--- config.mk ---
export PLATFORM = sky130hd
export DESIGN_NAME = step_clock_gen
export DESIGN_NICKNAME = d
export VERILOG_FILES = /design/src/rtl/step_clock_gen.sv
export SDC_FILE = /design/constraint.sdc
export NUM_CORES = 1
export LEC_CHECK = 0
export CAP_MARGIN = 20
export CORE_UTILIZATION = 52
export DETAILED_ROUTE_END_ITERATION = 8
export PLACE_DENSITY = 0.74
export SLEW_MARGIN = 20
export SYNTH_ARGS = -nofsm -noshare
export SYNTH_HDL_FRONTEND = slang
export SYNTH_SLANG_ARGS = --single-unit
--- constraint.sdc ---
create_clock -name clock -period 1.7 [get_ports clock]
set_input_delay 0.34 -clock clock [delete_from_list [all_inputs] [get_ports clock]]
set_output_delay 0.34 -clock clock [all_outputs]
set_load 0.05 [all_outputs]
--- src/rtl/step_clock_gen.sv ---
// step_clock_gen -- single-step / free-run clock generator for the pipeline CPU.
//
// A debounced push-button issues one cpu_clock pulse per press in single-step
// mode. In free-run mode a divider issues one pulse every RUN_DIV clocks. Each
// pulse is HALF_CYCLES high followed by at least HALF_CYCLES low. One step
// press arriving mid-pulse is remembered and replayed once the pulse ends.
//
// Ports:
//   clock       in   board clock
//   reset       in   synchronous, active-high
//   step_button in   raw push-button, 1 = pressed (asynchronous)
//   run_mode    in   raw switch, 1 = free-run, 0 = single-step (asynchronous)
//   cpu_clock   out  generated CPU clock, high only during the HIGH phase
//   busy        out  high for the whole pulse (HIGH and LOW phases)
//   step_count  out  number of pulses issued, wraps at 16 bits
module step_clock_gen #(
  parameter int DEBOUNCE_CYCLES = 1000000,
  parameter int RUN_DIV         = 50000000,
  parameter int HALF_CYCLES     = 4
) (
  input  logic        clock,
  input  logic        reset,
  input  logic        step_button,
  input  logic        run_mode,
  output logic        cpu_clock,
  output logic        busy,
  output logic [15:0] step_count
);

  localparam int DB_W  = $clog2(DEBOUNCE_CYCLES + 1);
  localparam int DIV_W = $clog2(RUN_DIV + 1);
  localparam int PH_W  = $clog2(HALF_CYCLES + 1);

  localparam logic [DB_W-1:0]  DB_LAST  = DB_W'(DEBOUNCE_CYCLES - 1);
  localparam logic [DIV_W-1:0] DIV_LAST = DIV_W'(RUN_DIV - 1);
  localparam logic [PH_W-1:0]  PH_LAST  = PH_W'(HALF_CYCLES - 1);

  localparam logic [1:0] S_IDLE = 2'd0;
  localparam logic [1:0] S_HIGH = 2'd1;
  localparam logic [1:0] S_LOW  = 2'd2;

  // ---------------------------------------------------------------------------
  // Input synchronizers
  // ---------------------------------------------------------------------------
  logic btn_s1, btn_s2, run_s1, run_s2;

  always_ff @(posedge clock) begin
    if (reset) begin
      btn_s1 <= 1'b0;
      btn_s2 <= 1'b0;
      run_s1 <= 1'b0;
      run_s2 <= 1'b0;
    end else begin
      btn_s1 <= step_button;
      btn_s2 <= btn_s1;
      run_s1 <= run_mode;
      run_s2 <= run_s1;
    end
  end

  // ---------------------------------------------------------------------------
  // Debounce: btn_stable follows btn_s2 only after DEBOUNCE_CYCLES consecutive
  // disagreeing samples. Any agreeing sample restarts the count.
  // ---------------------------------------------------------------------------
  logic [DB_W-1:0] db_cnt;
  logic            btn_stable, btn_prev;

  always_ff @(posedge clock) begin
    if (reset) begin
      db_cnt     <= '0;
      btn_stable <= 1'b0;
      btn_prev   <= 1'b0;
    end else begin
      btn_prev <= btn_stable;
      if (btn_s2 == btn_stable) begin
        db_cnt <= '0;
      end else if (db_cnt == DB_LAST) begin
        btn_stable <= btn_s2;
        db_cnt     <= '0;
      end else begin
        db_cnt <= db_cnt + 1'b1;
      end
    end
  end

  // Rising edge of the debounced level; ignored in free-run mode.
  logic step_req;
  assign step_req = btn_stable & ~btn_prev & ~run_s2;

  // ---------------------------------------------------------------------------
  // Free-run divider. run_prev lets any mode change restart the period so the
  // first free-run pulse comes a full RUN_DIV after the switch settles.
  // ---------------------------------------------------------------------------
  logic [DIV_W-1:0] div_cnt;
  logic             run_prev;

  always_ff @(posedge clock) begin
    if (reset) begin
      div_cnt  <= '0;
      run_prev <= 1'b0;
    end else begin
      run_prev <= run_s2;
      if ((run_s2 != run_prev) || !run_s2) begin
        div_cnt <= '0;
      end else if (div_cnt == DIV_LAST) begin
        div_cnt <= '0;
      end else begin
        div_cnt <= div_cnt + 1'b1;
      end
    end
  end

  logic run_req;
  assign run_req = run_s2 & run_prev & (div_cnt == DIV_LAST);

  // ---------------------------------------------------------------------------
  // Pulse FSM. Only step requests can become pending; free-run requests that
  // land mid-pulse are simply lost (the next period will come along).
  // ---------------------------------------------------------------------------
  logic [1:0]      state;
  logic [PH_W-1:0] ph_cnt;
  logic            pending;

  always_ff @(posedge clock) begin
    if (reset) begin
      state      <= S_IDLE;
      ph_cnt     <= '0;
      pending    <= 1'b0;
      step_count <= '0;
    end else begin
      case (state)
        S_IDLE: begin
          if (step_req || run_req || pending) begin
            state      <= S_HIGH;
            ph_cnt     <= '0;
            pending    <= 1'b0;
            step_count <= step_count + 16'd1;
          end
        end
        S_HIGH: begin
          if (step_req) pending <= 1'b1;
          if (ph_cnt == PH_LAST) begin
            state  <= S_LOW;
            ph_cnt <= '0;
          end else begin
            ph_cnt <= ph_cnt + 1'b1;
          end
        end
        S_LOW: begin
          if (step_req) pending <= 1'b1;
          if (ph_cnt == PH_LAST) begin
            state  <= S_IDLE;
            ph_cnt <= '0;
          end else begin
            ph_cnt <= ph_cnt + 1'b1;
          end
        end
        default: begin
          state  <= S_IDLE;
          ph_cnt <= '0;
        end
      endcase
    end
  end

  assign cpu_clock = (state == S_HIGH);
  assign busy      = (state == S_HIGH) || (state == S_LOW);

endmodule

==> run_results.csv, run 1 <==
group,metric,value,unit
global_route,grt_use_total,22.7,%
global_route,overflow,0,
critical_path,crit_family,"simple AND/OR/NAND/NOR gates",
clocking,clk_pin_slew,0.07,ns
final_timing,drv_slew,0,
global_route,busiest_layer,"met2",
status,violations,"negative setup slack",
final_timing,fin_crit_sh,108,%
placement,dp_cells,514,
global_route,grt_max_degree,27,
final_timing,tns,-1.19,ns
route,route.met2.wl,3940,um
critical_path,worstSetupEndpointType,"flip-flop",
final_timing,worst_slew_pin_slew,0.349,ns
final_timing,setup_slack,-0.128,ns
placement,gp_congestion,0.790,
final_layout,area_growth,37.6,%
die,die_y,81.6,um
die,core,0.00603,sq mm
clocking,ctsHoldBuffers,0,
worst_hold_path,timing.hold.worst.class,"reg2reg",
die,die_area,0.00666,sq mm
synthesis,edf_count,0,
global_route,use_met1,27.0,%
final_layout,logic_gates,275,
route,drt_pass1_iterations,4,
final_layout,nets,472,
job,warning_count,32,
synthesis,numSynthFlops,75,
status,status,"complete, but fails checks",
power_and_ir_drop,power,0.00344,W
clocking,root_buffer,"clkbuf_8",
route,drt-met1-wl,3310,um
clocking,cts_sinks,75,
job,max_cap_violations,0,
final_layout,clockBufferCount,13,
clocking,cts_buffers,9,
critical_path,cp_slowest_cell,"or4_4",
critical_path,r2r_cells,6,
clocking,tritoncts,"done",
final_layout,design.seq.count,75,
synthesis,yosysUniqueCellTypes,36,
synthesis,yosys-stat-area,0.00330,sq mm
power_and_ir_drop,p_per_area,758,mW/mm^2
placement,port_buffers,21,
synthesis,avgSynthCellArea,8.74,sq um
final_layout,finalInstanceArea,0.00453,sq mm
critical_path,crit_type,"reg2reg",
final_timing,final-hold-violation-count,0,
die,io_pins,22,
global_route,met2_usage,38.9,%
final_layout,seq_area_share,33.8,%
final_timing,final-setup-viol-count,15,
final_layout,largest_class,"multi-input combinational cells",
final_timing,rsz0062_at_grt,"true",
route,drt_iter0_markers,97,
route,vias,2964,
critical_path,slowest_delay,0.47,ns
synthesis,synth_area,0.00330,sq mm
final_layout,final-clk-cell-share,3.75,%
## run 1: cell usage after synthesis (7+ instances only)
cell type / instances / share of area (%)
nand2_1: 19 / 2.2
xor2_1: 23 / 6.1
nor3_1: 8 / 1.2
or4_1: 9 / 2.0
inv_1: 14 / 1.6
xnor2_1: 21 / 5.6
clkbuf_1: 8 / 0.91
o31ai_1: 9 / 2.0
a21oi_1: 21 / 3.2
nand3_1: 27 / 4.1
ha_1: 8 / 3.0
or3_1: 7 / 1.3
nand4_1: 11 / 2.1
dfxtp_1: 75 / 46
nor2b_1: 7 / 1.3
o21ai_0: 9 / 1.4
nor2_1: 63 / 7.2
## run 1: layout by cell type, fill, tap and decap left out, types with 4 or more instances in the layout
master / instances
nor2_1: 57
buf_12: 5
nor2b_1: 7
ha_1: 6
xnor2_1: 21
xor2_1: 23
and3_1: 4
a21oi_1: 18
inv_1: 11
dfxtp_2: 21
nand3_1: 24
o21ai_0: 7
and4_1: 4
nor3_1: 5
o31ai_1: 8
or3_1: 5
or4_1: 7
nor2_4: 4
dfxtp_1: 53
nor4_4: 4
buf_4: 70
nand4_1: 11
nand2_1: 19
clkbuf_8: 9
## run 1: cells by family after synthesis
logic type	Yosys count	share of synthesized area (%)
simple gates	178	27.9
flops	75	45.6
xor+xnor	44	11.7
compound gates	43	7.71
buf+inv	27	3.45
fa+ha+maj	8	3.04
mux	2	0.607
## run 1: registers in the layout, indices dropped and copies added, names as in the netlist, 2 cells and up
register	flops
div_cnt	26
step_count	16
ph_cnt	3
db_cnt	20
state	2
## run 1: report_power, final
| part | switching [W] | internal [W] |
|---|---|---|
| clock network | 0.000612 | 0.000608 |
| logic | 0.000222 | 0.000213 |
| registers | 0.00000893 | 0.00177 |
| total | 0.000843 | 0.00259 |
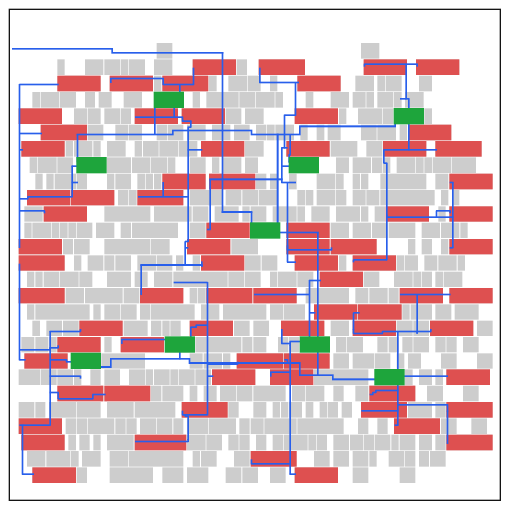
Run 1: clock network drawn from the DEF
Drawn at 6 px/um.
Key: clock wires = blue [length 879 um]; clock-net drivers = green [count 9]; flip-flops = red [count 75]
Position of the flops: widely spread.
clock power share: 35.5%
worst-skew pair later-pin latency: 0.34 ns
Layout Skew: 0.00890 ns
clock group power: 0.00122 W

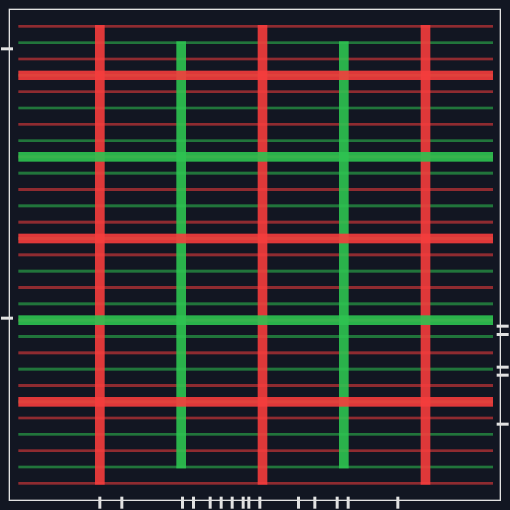
Run 1: supply network
Drawn at 6 px/um. Pins as bars on the die edge.
Key: VDD = green; VSS = red
29 met1 rails follow the rows. 5 straps on met5.

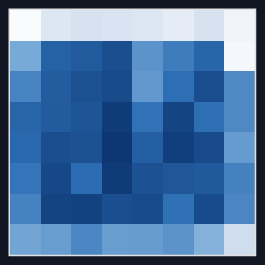
Run 1: cell area per tile
Drawn at 3 px/um. The die is cut into 8 by 8 equal tiles; white is low, dark blue is high, 0 to 100% covered.
The fullest tile reaches 97%. The emptiest ninth of the die: north-east. 50% of the tiles are over 75% full. The mean over all tiles is 67%.
final core utilization: 75.2%
initial core utilization: 54.7%

Run 1, routing congestion:
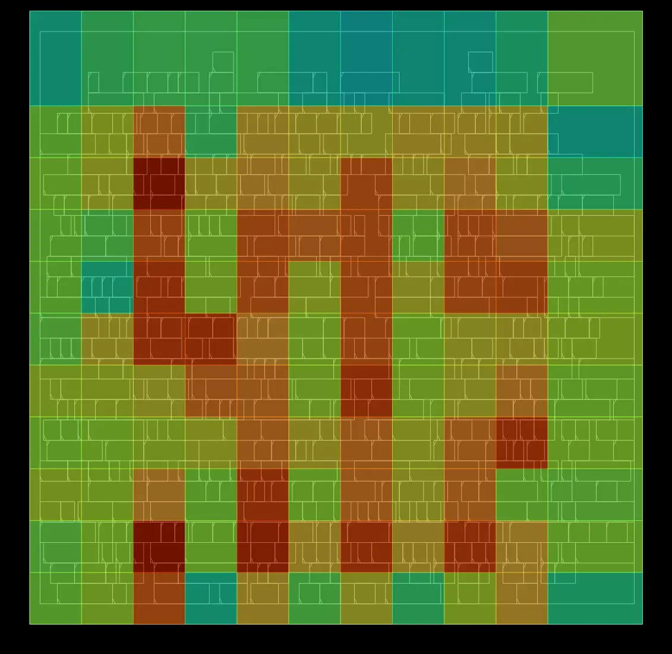

==> run 1 -> run 2 <==
Settings changed: MAX_ROUTING_LAYER set to met4, SETUP_SLACK_MARGIN set to 0.4.
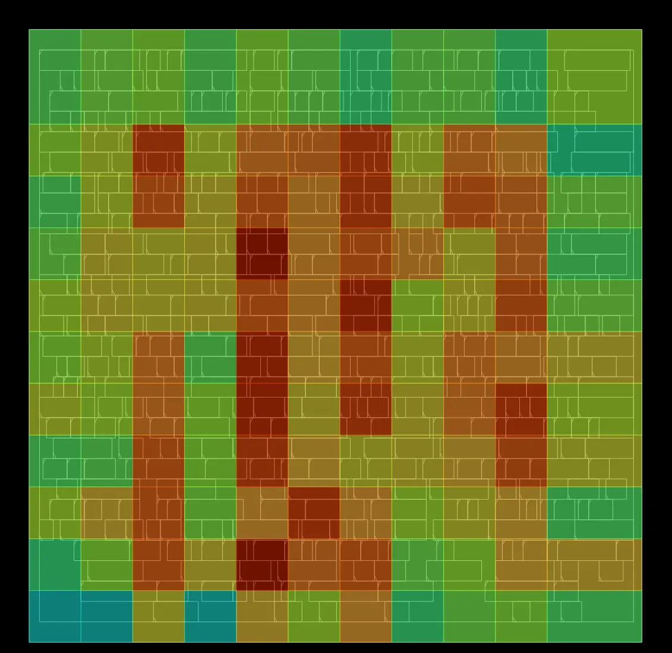
Run 2: routing congestion
final core utilization: 83.0%
met3 Use GR: 7.33%

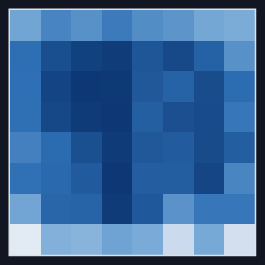
Run 2: cell area per tile
Drawn at 3 px/um. The die is cut into 8 by 8 equal tiles; white is low, dark blue is high, 0 to 100% covered.
The fullest tile reaches 97%. The mean over all tiles is 74%. 56% of the tiles are over 75% full.
Core Box Area: 0.00603 sq mm

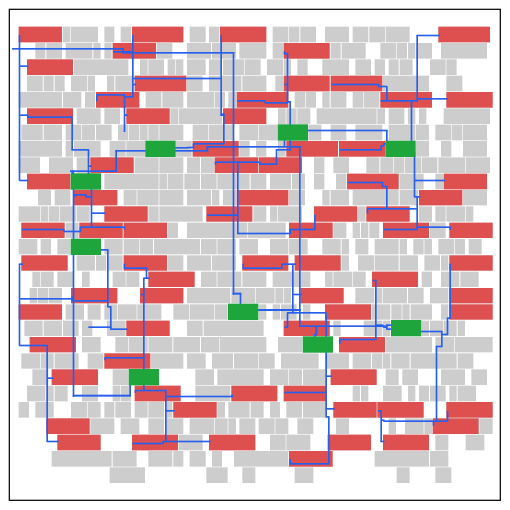
Run 2: clock network drawn from the DEF
Drawn at 6 px/um.
Key: clock wires = blue [length 899 um]; flip-flops = red [count 75]; clock-net drivers = green [count 9]
There are 10 routed clock nets.

==> run 2 against run 1 <==
- the flow still finishes with violations (negative setup slack)
- total power down 0.18%
- area after synthesis stayed put
- clock skew about the same
- register-to-register slack worse by 0.02 ns
- routed wire length grew 14%
- critical path depth grew 2
- via count is 2.2% higher
- fmax fell by 1.1%
- clock power shrank 7%
- sequential power about the same
- worst setup slack got worse by 0.020 ns
- non-clock buffer count is 7 higher
==> run_results.csv, run 2 <==
group,metric,value,unit
critical_path,worstPathCellList,"nor4_2 -> and4_4 -> a31oi_4 -> buf_12 -> buf_8 -> buf_6 -> or3_1 -> a21oi_1",
global_route,antenna_found_initial,0,
final_layout,fillers,339,
final_timing,drv_slew,0,
placement,gp_congestion,0.787,
critical_path,rr_startpoint,"div_cnt[8]$_SDFF_PP0_",
critical_path,path_max_fanout,8,
final_layout,layout.cells.most_common,"buf_4",
final_layout,drive_gt1_share,47.8,%
clocking,cts_sinks,75,
global_route,overflow,0,
clocking,clk_pin_slew,0.07,ns
critical_path,crit_arrival,2.12,ns
critical_path,r2r_end,"step_count[3]$_SDFFE_PP0P_",
synthesis,syn_nets,389,
die,die_y,81.6,um
clocking,cts_buffer_depth,2,
placement,post-place-ws,-0.192,ns
final_timing,min_period,1.85,ns
clocking,cts_buffers,9,
synthesis,ff_type,"dfxtp_1",
synthesis,yosys-stat-area,0.00330,sq mm
final_layout,area_growth,51.8,%
route,vias,3028,
final_timing,clock.fmax,541,MHz
final_layout,regMostFlops,"div_cnt",
route,drc,0,
die,die_area,0.00666,sq mm
critical_path,required,1.97,ns
final_timing,fin_hold_ws,0.441,ns
global_route,first_global_vias,2898,
die,io_pins,22,
final_layout,largest_reg_flops,26,
final_layout,diodes,0,
route,drt_pass1_iterations,4,
placement,place_area,0.00403,sq mm
critical_path,cp_slowest_cell,"dfxtp_2",
power_and_ir_drop,p_per_area,685,mW/mm^2
critical_path,path_depth,8,
clocking,h-tree-depth,3,
synthesis,ys_top_cells_by_area,"dfxtp_1 46%, nor2_1 7.2%, xor2_1 6.1%",
placement,port_buffers,21,
synthesis,edf_count,0,
worst_hold_path,worstHoldStart,"run_s1$_SDFF_PP0_",
synthesis,top_cell_area_share,45.6,%
synthesis,netlist_top_cells_count,"75 x dfxtp_1, 63 x nor2_1, 27 x nand3_1, 23 x xor2_1",
critical_path,critical_path.endpoint,"step_count[3]$_SDFFE_PP0P_",
critical_path,cp-start-kind,"flip-flop",
final_timing,final-hold-violation-count,0,
worst_hold_path,whs_path_depth,1,
synthesis,yosysWarnings,0,
final_timing,rsz0062_at_grt,"true",
worst_hold_path,timing.hold.worst.class,"reg2reg",
synthesis,yosys-stat-cells,377,
critical_path,cp_num_buf_inv,3,
critical_path,reg2reg_setup_slack,-0.15,ns
die,rows,28,
placement,dp_hpwl,4520,um
final_layout,nets,482,
worst_hold_path,min_to,"run_s2$_SDFF_PP0_",
clocking,ctsHoldBuffers,0,
final_timing,fin_worst_skew,0.00881,ns
route,wl_per_cell,16.0,um
critical_path,crit_type,"reg2reg",
die,die_w,81.6,um
die,initial_core_util,54.7,%
power_and_ir_drop,max-vdd-ir-drop,877,uV
clocking,tritoncts,"done",
final_timing,slew_headroom,69.0,%
critical_path,crit_start,"div_cnt[8]$_SDFF_PP0_",
status,status,"complete, but fails checks",
final_timing,worst_slew_pin_slew,0.462,ns
synthesis,ys_async_sr_fraction,0,%
final_layout,finalInstanceArea,0.00500,sq mm
clocking,root_buffer,"clkbuf_8",
synthesis,synth_area,0.00330,sq mm
synthesis,synthCells,377,
critical_path,slowest_delay,0.34,ns
route,totalWireLength,8800,um
synthesis,ys_seq_share,45.6,%
clocking,clkLatencyLatePin,0.35,ns
status,violations,"negative setup slack",
global_route,grt_use_total,27.6,%
final_layout,reg.largest.list,"div_cnt: 26 flops, db_cnt: 20 flops, step_count: 16 flops",
global_route,grt_max_degree,19,
final_timing,setup_slack,-0.148,ns
final_layout,final_cell_mix,"62 x buf_4, 35 x dfxtp_1, 31 x dfxtp_2",
route,drt_iter0_markers,93,
synthesis,avgSynthCellArea,8.74,sq um
final_timing,final-setup-viol-count,38,
power_and_ir_drop,power,0.00343,W
synthesis,yosysUniqueCellTypes,36,
critical_path,crit_family,"simple AND/OR/NAND/NOR gates",
synthesis,yosys.area.top_type,"dfxtp_1",
route,detail-route-antenna-nets,0,
critical_path,worstSetupEndpointType,"flip-flop",
job,warning_count,32,
global_route,grt_pass1_wl,13400,um
route,viasPerCell,5.51,
critical_path,r2r_cells,8,
job,max_cap_violations,0,
synthesis,numSynthFlops,75,
final_timing,fin_crit_sh,109,%
synthesis,yosysMostFrequentCell,"dfxtp_1",
power_and_ir_drop,p_leak,1.71,nW
run 2: cell counts after synthesis:
No cell type changed its count.
run 2: what timing repair did:
| action | 4_1_cts | 5_1_grt |
|---|---|---|
| endpoints found under the setup margin | 72 | 73 |
| resized | 65 | 87 |
| setup buffers | 18 | 3 |
| pin swaps | 41 | 24 |
| cloned | 7 | 0 |
run 2: logic make-up after synthesis:
| kind of cell | after synthesis | share of synthesized area, % |
|---|---|---|
| simple gates | 178 | 27.9 |
| fa+ha+maj | 8 | 3.04 |
| xor+xnor | 44 | 11.7 |
| compound gates | 43 | 7.71 |
| flops | 75 | 45.6 |
| buf+inv | 27 | 3.45 |
| mux | 2 | 0.607 |
run 2: routing by layer:
metal	GRT usage, %	vias to the layer above	share of wire [%]
met2	46.8	49	53
met3	7.33	17	3.0
li1	-	1499	-
met4	8.95	0	2.2
met1	31.7	1463	42
met5	-	-	0
run 2: per-stage QoR:
stage	TNS (ns)	instances
final	-3.36	550
after global routing	-5.53	550
after CTS	-2.53	547
after detailed placement	-1.83	506
after global placement	-0.895	506
after floorplan	0	377
run 2: cell type report:
type | instances | area, sq um | share of cell area (%)
Clock inverter | 4 | 17.5 | 0.350
Clock buffer | 12 | 135 | 2.70
Tap cell | 75 | 93.8 | 1.88
Timing Repair Buffer | 92 | 912 | 18.2
Inverter | 14 | 55.1 | 1.10
Multi-Input combinational cell | 278 | 2220 | 44.3
Sequential cell | 75 | 1570 | 31.5
run 2: report_power, final:
group	switching [W]	leakage [nW]	internal, W
logic	0.000255	0.999	0.000268
registers	0.0000112	0.628	0.00176
clock network	0.000620	0.0792	0.000517
total	0.000886	1.71	0.00254
run 2: worst register-to-register path: cells and delay by family, from the launching register on:
family	cells	cell delay (ns)
simple gates	3	0.82
buf+inv	3	0.40
flops	1	0.34
compound gates	2	0.22
Power figures rest on the tool's default switching activity, not on a simulated workload.
